gate_families.png
Scale: 4 px per µm.
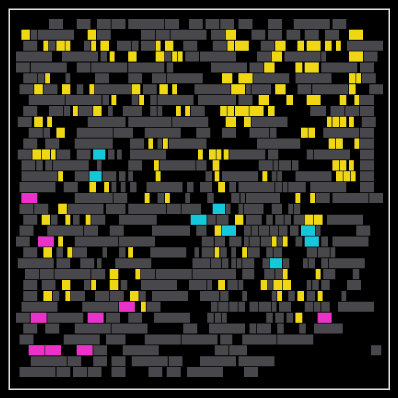
met1.png
Scale: 4 px per µm. Supply wires on this layer in grey.
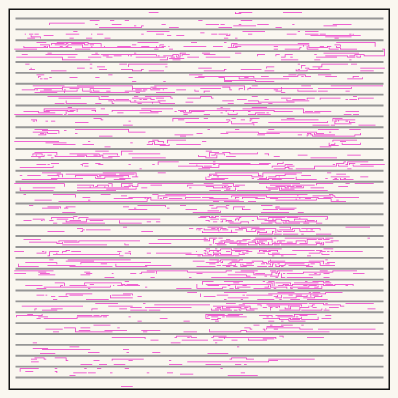
zoom.png
Window x 32 to 62, y 51 to 81 µm. Cells in grey, sequential cells in the stronger grey; small squares are vias.
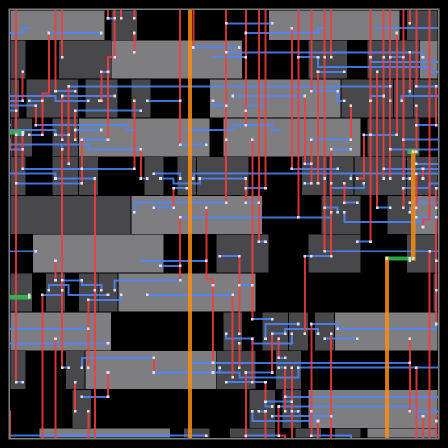
`src/rtl/isa_bus_cycle_engine.sv`:
```
// ISA bus cycle engine: runs one I/O or DMA bus cycle per request with
// address setup, IOR#/IOW# strobe, IOCHRDY wait states with timeout, then hold.
module isa_bus_cycle_engine #(
  parameter int DATA_WIDTH    = 16,
  parameter int ADDR_WIDTH    = 16,
  parameter int DMA_CHANNELS  = 4,
  parameter int SETUP_CYCLES  = 1,
  parameter int STROBE_CYCLES = 4,
  parameter int HOLD_CYCLES   = 1,
  parameter int READY_TIMEOUT = 255,
  localparam int CHAN_W = (DMA_CHANNELS > 1) ? $clog2(DMA_CHANNELS) : 1
) (
  input  logic                    clk,
  input  logic                    reset,
  input  logic                    req_valid,
  output logic                    req_ready,
  input  logic                    req_write,
  input  logic                    req_dma,
  input  logic [CHAN_W-1:0]       req_chan,
  input  logic                    req_byte,
  input  logic [ADDR_WIDTH-1:0]   req_addr,
  input  logic [DATA_WIDTH-1:0]   req_wdata,
  output logic                    rsp_valid,
  output logic [DATA_WIDTH-1:0]   rsp_rdata,
  output logic                    rsp_timeout,
  output logic [ADDR_WIDTH-1:0]   addr_bus,
  output logic [DATA_WIDTH-1:0]   data_out,
  output logic                    data_oe,
  input  logic [DATA_WIDTH-1:0]   data_in,
  output logic                    ior_n,
  output logic                    iow_n,
  output logic                    aen,
  output logic [DMA_CHANNELS-1:0] dack_n,
  input  logic                    iochrdy,
  input  logic [DMA_CHANNELS-1:0] drq,
  output logic [DMA_CHANNELS-1:0] drq_sync
);

  localparam int MAX_A   = (SETUP_CYCLES > STROBE_CYCLES) ? SETUP_CYCLES : STROBE_CYCLES;
  localparam int MAX_B   = (HOLD_CYCLES > READY_TIMEOUT) ? HOLD_CYCLES : READY_TIMEOUT;
  localparam int MAX_CNT = (MAX_A > MAX_B) ? MAX_A : MAX_B;
  localparam int CNT_W   = $clog2(MAX_CNT + 1);
  localparam logic [DATA_WIDTH-1:0] BYTE_MASK = DATA_WIDTH'(8'hFF);

  typedef enum logic [2:0] {
    S_IDLE,
    S_SETUP,
    S_STROBE,
    S_WAIT_RDY,
    S_HOLD,
    S_RESP
  } state_t;

  state_t                  state, next_state;
  logic [CNT_W-1:0]        cnt, cnt_next;
  logic                    accept, strobe_start, capture, timed_out, rel_pins;
  logic                    write_q, byte_q;
  logic [1:0]              rdy_meta;
  logic                    rdy_sync;
  logic [DMA_CHANNELS-1:0] drq_meta;
  logic [DMA_CHANNELS-1:0] dack_sel;

  always_ff @(posedge clk or negedge reset) begin
    if (!reset) begin
      rdy_meta <= 2'b11;
      drq_meta <= '0;
      drq_sync <= '0;
    end else begin
      rdy_meta <= {rdy_meta[0], iochrdy};
      drq_meta <= drq;
      drq_sync <= drq_meta;
    end
  end

  assign rdy_sync  = rdy_meta[1];
  assign req_ready = (state == S_IDLE);

  always_comb begin
    dack_sel = '1;
    for (int i = 0; i < DMA_CHANNELS; i++) begin
      if (req_dma && (32'(req_chan) == i)) dack_sel[i] = 1'b0;
    end
  end

  always_ff @(posedge clk or negedge reset) begin
    if (!reset) begin
      state <= S_IDLE;
      cnt   <= '0;
    end else begin
      state <= next_state;
      cnt   <= cnt_next;
    end
  end

  // One counter serves every state: it counts down through setup/strobe/hold
  // and counts up while waiting on IOCHRDY.
  always_comb begin
    next_state   = state;
    cnt_next     = cnt;
    accept       = 1'b0;
    strobe_start = 1'b0;
    capture      = 1'b0;
    timed_out    = 1'b0;
    rel_pins     = 1'b0;
    case (state)
      S_IDLE: begin
        if (req_valid) begin
          accept     = 1'b1;
          next_state = S_SETUP;
          cnt_next   = CNT_W'(SETUP_CYCLES - 1);
        end
      end
      S_SETUP: begin
        if (cnt == '0) begin
          strobe_start = 1'b1;
          next_state   = S_STROBE;
          cnt_next     = CNT_W'(STROBE_CYCLES - 1);
        end else begin
          cnt_next = cnt - 1'b1;
        end
      end
      S_STROBE: begin
        if (cnt != '0) begin
          cnt_next = cnt - 1'b1;
        end else if (rdy_sync) begin
          capture    = 1'b1;
          next_state = S_HOLD;
          cnt_next   = CNT_W'(HOLD_CYCLES - 1);
        end else begin
          next_state = S_WAIT_RDY;
          cnt_next   = '0;
        end
      end
      S_WAIT_RDY: begin
        if (rdy_sync) begin
          capture    = 1'b1;
          next_state = S_HOLD;
          cnt_next   = CNT_W'(HOLD_CYCLES - 1);
        end else if (cnt == CNT_W'(READY_TIMEOUT - 1)) begin
          timed_out  = 1'b1;
          next_state = S_HOLD;
          cnt_next   = CNT_W'(HOLD_CYCLES - 1);
        end else begin
          cnt_next = cnt + 1'b1;
        end
      end
      S_HOLD: begin
        if (cnt == '0) begin
          rel_pins   = 1'b1;
          next_state = S_RESP;
        end else begin
          cnt_next = cnt - 1'b1;
        end
      end
      S_RESP:  next_state = S_IDLE;
      default: next_state = S_IDLE;
    endcase
  end

  // Pin and response registers; reset releases every strobe and DACK at once.
  always_ff @(posedge clk or negedge reset) begin
    if (!reset) begin
      write_q     <= 1'b0;
      byte_q      <= 1'b0;
      addr_bus    <= '0;
      data_out    <= '0;
      data_oe     <= 1'b0;
      ior_n       <= 1'b1;
      iow_n       <= 1'b1;
      aen         <= 1'b0;
      dack_n      <= '1;
      rsp_valid   <= 1'b0;
      rsp_rdata   <= '0;
      rsp_timeout <= 1'b0;
    end else begin
      rsp_valid <= (state == S_RESP);
      if (accept) begin
        write_q     <= req_write;
        byte_q      <= req_byte | (DATA_WIDTH == 8);
        addr_bus    <= req_dma ? '0 : req_addr;
        data_oe     <= req_write;
        aen         <= req_dma;
        dack_n      <= dack_sel;
        rsp_rdata   <= '0;
        rsp_timeout <= 1'b0;
        if (req_write) begin
          data_out <= (req_byte || (DATA_WIDTH == 8)) ? (req_wdata & BYTE_MASK) : req_wdata;
        end
      end
      if (strobe_start) begin
        ior_n <= write_q;
        iow_n <= !write_q;
      end
      if (capture || timed_out) begin
        ior_n <= 1'b1;
        iow_n <= 1'b1;
      end
      if (capture && !write_q) begin
        rsp_rdata <= byte_q ? (data_in & BYTE_MASK) : data_in;
      end
      if (timed_out) begin
        rsp_timeout <= 1'b1;
        rsp_rdata   <= '1;
      end
      if (rel_pins) begin
        data_oe <= 1'b0;
        aen     <= 1'b0;
        dack_n  <= '1;
      end
    end
  end

endmodule

```
`config.mk`:
```
export PLATFORM = sky130hd
export DESIGN_NAME = isa_bus_cycle_engine
export DESIGN_NICKNAME = d
export VERILOG_FILES = /design/src/rtl/isa_bus_cycle_engine.sv
export SDC_FILE = /design/constraint.sdc
export NUM_CORES = 1
export LEC_CHECK = 0
export CORE_UTILIZATION = 45
export CTS_BUF_LIST = sky130_fd_sc_hd__clkbuf_8
export DETAILED_ROUTE_END_ITERATION = 6
export GPL_TIMING_DRIVEN = 0
export PLACE_DENSITY_LB_ADDON = 0.08
export SYNTH_ARGS = -nofsm -noshare
export SYNTH_HDL_FRONTEND = slang
export SYNTH_SLANG_ARGS = --single-unit
export TNS_END_PERCENT = 1
```
`constraint.sdc`:
```
create_clock -name clk -period 5.6 [get_ports clk]
set_clock_uncertainty 0.2 [all_clocks]
set_input_delay 1.4 -clock clk [delete_from_list [all_inputs] [get_ports clk]]
set_output_delay 1.4 -clock clk [all_outputs]
set_load 0.005 [all_outputs]
```
==> notes.org <==
#+TITLE: Physical design notes

** Layout
- Summing all multi-input logic gate instances after layout gives 0.00168 mm².
- In this run the layout overhead on the synthesized area is reported as 42.4%.
- Number of clock buffers in the layout :: 9
- Ranking logic cells in the layout by count gives the top entries sky130_fd_sc_hd__clkdlybuf4s50_1 (122), sky130_fd_sc_hd__dfrtp_1 (73), sky130_fd_sc_hd__nand2_1 (57).
- Fraction of area in registers :: 37.1%
- In the final layout, the share of cells above drive strength 1 is 11.5%.
- Clock-cell share of area :: 4.67%
- Seq_cells :: 81
- Count of non-CTS buffers in the layout :: 147
- The registers reported with the highest flop counts are addr_bus (16), data_out (16), rsp_rdata (16).
- # fillers :: 701
- Signal inverters :: 8

** Global route
- Number of antenna violations at the first check in global routing :: 0
- Vias in the first global route :: 3275
- The first global-routing pass estimated 15.7 mm of wire.

** Critical path
- The slowest stage of the critical path is the sky130_fd_sc_hd__clkdlybuf4s50_1 cell.
- The critical path is of the flip-flop to output pin type.
- The script reports the combined buffer and inverter count of the critical path as 1.
- Family with the most delay on the worst path :: buffers and inverters
- The worst setup path is captured at an output pin.
- Sort of element at the start of the critical path :: flip-flop
- Max fanout on the critical path was recorded as 7.

** Yosys
- The cell type that accounts for the most area after synthesis is sky130_fd_sc_hd__dfrtp_1.
- Per the post-synthesis stats, the area per cell is 9.89 µm².
- Post-synth top area share :: 47.3%
- Yosys warning total :: 0
- Number of enable-type register cells in the synthesized netlist :: 0
- For reference, compound AND-OR and OR-AND cells occupy 13.9% of the area reported after synthesis.
- The mapped netlist covers 0.00386 mm².
- Share of the yosys chip area belonging to registers :: 52.8%
- Of the combinational cells, the family taking the most area is simple AND/OR/NAND/NOR gates.
- Cell types occupying the most area after synthesis :: sky130_fd_sc_hd__dfrtp_1 (47%), sky130_fd_sc_hd__nand2_1 (5.5%), sky130_fd_sc_hd__dfstp_2 (5.4%)
- XORs/XNORs by Area :: 0.454%
- Registers, synthesis :: 81
- The synthesized instance count is 390.
- The number of nets handed over by synthesis was 454.
- Measured against the total synthesized area, the mux share comes to 2.59%.

** Power and ir drop
- Leakage power total :: 0.00235 µW
- In this run the VDD rail shows a maximum IR drop of 0.235 mV.
- The power report lists cell-internal power as 1740 µW.
- For this design the ratio of total power to cell area is 481 mW/mm².
- Per report_power, the sequential group accounts for 35.7% of the total.
- Per report_power, the Combinational row totals 1150 µW.
- Clock distribution power :: 549 µW

** Status
- The run finished with clean final reports.

** Place
- Final weighted congestion in routability-driven placement :: 0.898
- Total of buffers placed on input and output ports :: 123

** Die
- Row generation in the floorplan step produced 33 rows.
- Total core area :: 0.00826 mm²

** Timing
- In this build the clock could be raised as far as 294 MHz.
- After routing, the total negative slack on setup checks comes to 0 ns.
- Endpoints failing hold in the final report were tallied at 0.
- The worst-case max-slew headroom was logged as 47.9%.
- Fin. max-slew vios :: 0

** Detailed routing
- Total DRC errors in the routed layout :: 0
- Post-detailed-route count of antenna-violating nets :: 0
- Overall routed net length :: 9.69 mm

** Flow run
- The run reported a max-capacitance violation count of 0.
- Total number of warnings across the stage logs :: 28

** Clock tree
- The clock tree has to reach 81 sinks.
- No sink is reached through more buffers than the 2 on the longest clock path.
- Number of buffers added for setup after CTS :: 0
- The tree is rooted in a sky130_fd_sc_hd__clkbuf_8.
- Looking at the worst setup and hold paths, the clock pins of their registers show a slew of 0.08 ns.
About gate_families.png:
Key: AND-OR and OR-AND gates = cyan [cells 8]; NAND gates = yellow [cells 135, where all over the die]; multiplexers = magenta [cells 9, where lower left]

About met1.png:
The layer holds 43% of the routed length. The wires run mostly horizontal. The layer carries 4190 µm of wire.

About zoom.png:
Key: met1 = blue; met2 = red; met4 = orange; met3 = green
Netlist names of flops here include `addr_bus` (3), `rsp_rdata` (2), `state` (2). Most frequent: nand2_1 (12), dfrtp_1 (11), clkdlybuf4s50_1 (7). Sequential cells in the window: 13. 53 logic cells have their middle in the window.

## metrics by stage
step | setup WS, ns | util, % | hold WS (ns) | instances | instance area [µm²]
2_1_floorplan | 2.91 | - | 0.131 | 390 | 3860
3_3_place_gp | 0.0262 | 63.2 | 0.132 | 618 | 5220
3_5_place_dp | 2.06 | 63.4 | 0.139 | 619 | 5240
4_1_cts | 2.18 | 66.5 | 0.158 | 634 | 5500
5_1_grt | 2.06 | 66.5 | 0.164 | 634 | 5500
6_report | 2.20 | 66.5 | 0.154 | 634 | 5500
## synth_stat cells (10+ instances only)
master                      n
sky130_fd_sc_hd__dfrtp_1   73
sky130_fd_sc_hd__nand2_1   57
sky130_fd_sc_hd__o21ai_0   38
sky130_fd_sc_hd__nand3_1   31
sky130_fd_sc_hd__nand2b_1  27
sky130_fd_sc_hd__nor2_1    18
sky130_fd_sc_hd__a21oi_1   14
sky130_fd_sc_hd__clkbuf_1  13
sky130_fd_sc_hd__nand3_2   10
## routing by layer
| metal | routed length (µm) | global-route usage, % | up-vias |
|---|---|---|---|
| met5 | 0 | 0 | - |
| met4 | 131 | 7.32 | 0 |
| met3 | 768 | 6.84 | 12 |
| met2 | 4590 | 35.7 | 125 |
| met1 | 4190 | 30.2 | 1653 |
| li1 | - | - | 1638 |
## worst paths after layout
kind | start | end | slack (ns) | depth (start not counted)
setup / recovery | state[0] | req_ready | 2.20 | 2
hold / removal | drq_meta[1] | drq_sync[1] | 0.15 | 0
setup reg to reg | cnt[0] | rsp_rdata[15] | 2.73 | 9
hold reg to reg | drq_meta[1] | drq_sync[1] | 0.15 | 0
max in group asynchronous | reset | dack_n[1] | 3.71 | 2
min in group asynchronous | reset | cnt[5] | 0.82 | 1
Power is estimated from default activity; no workload was simulated.
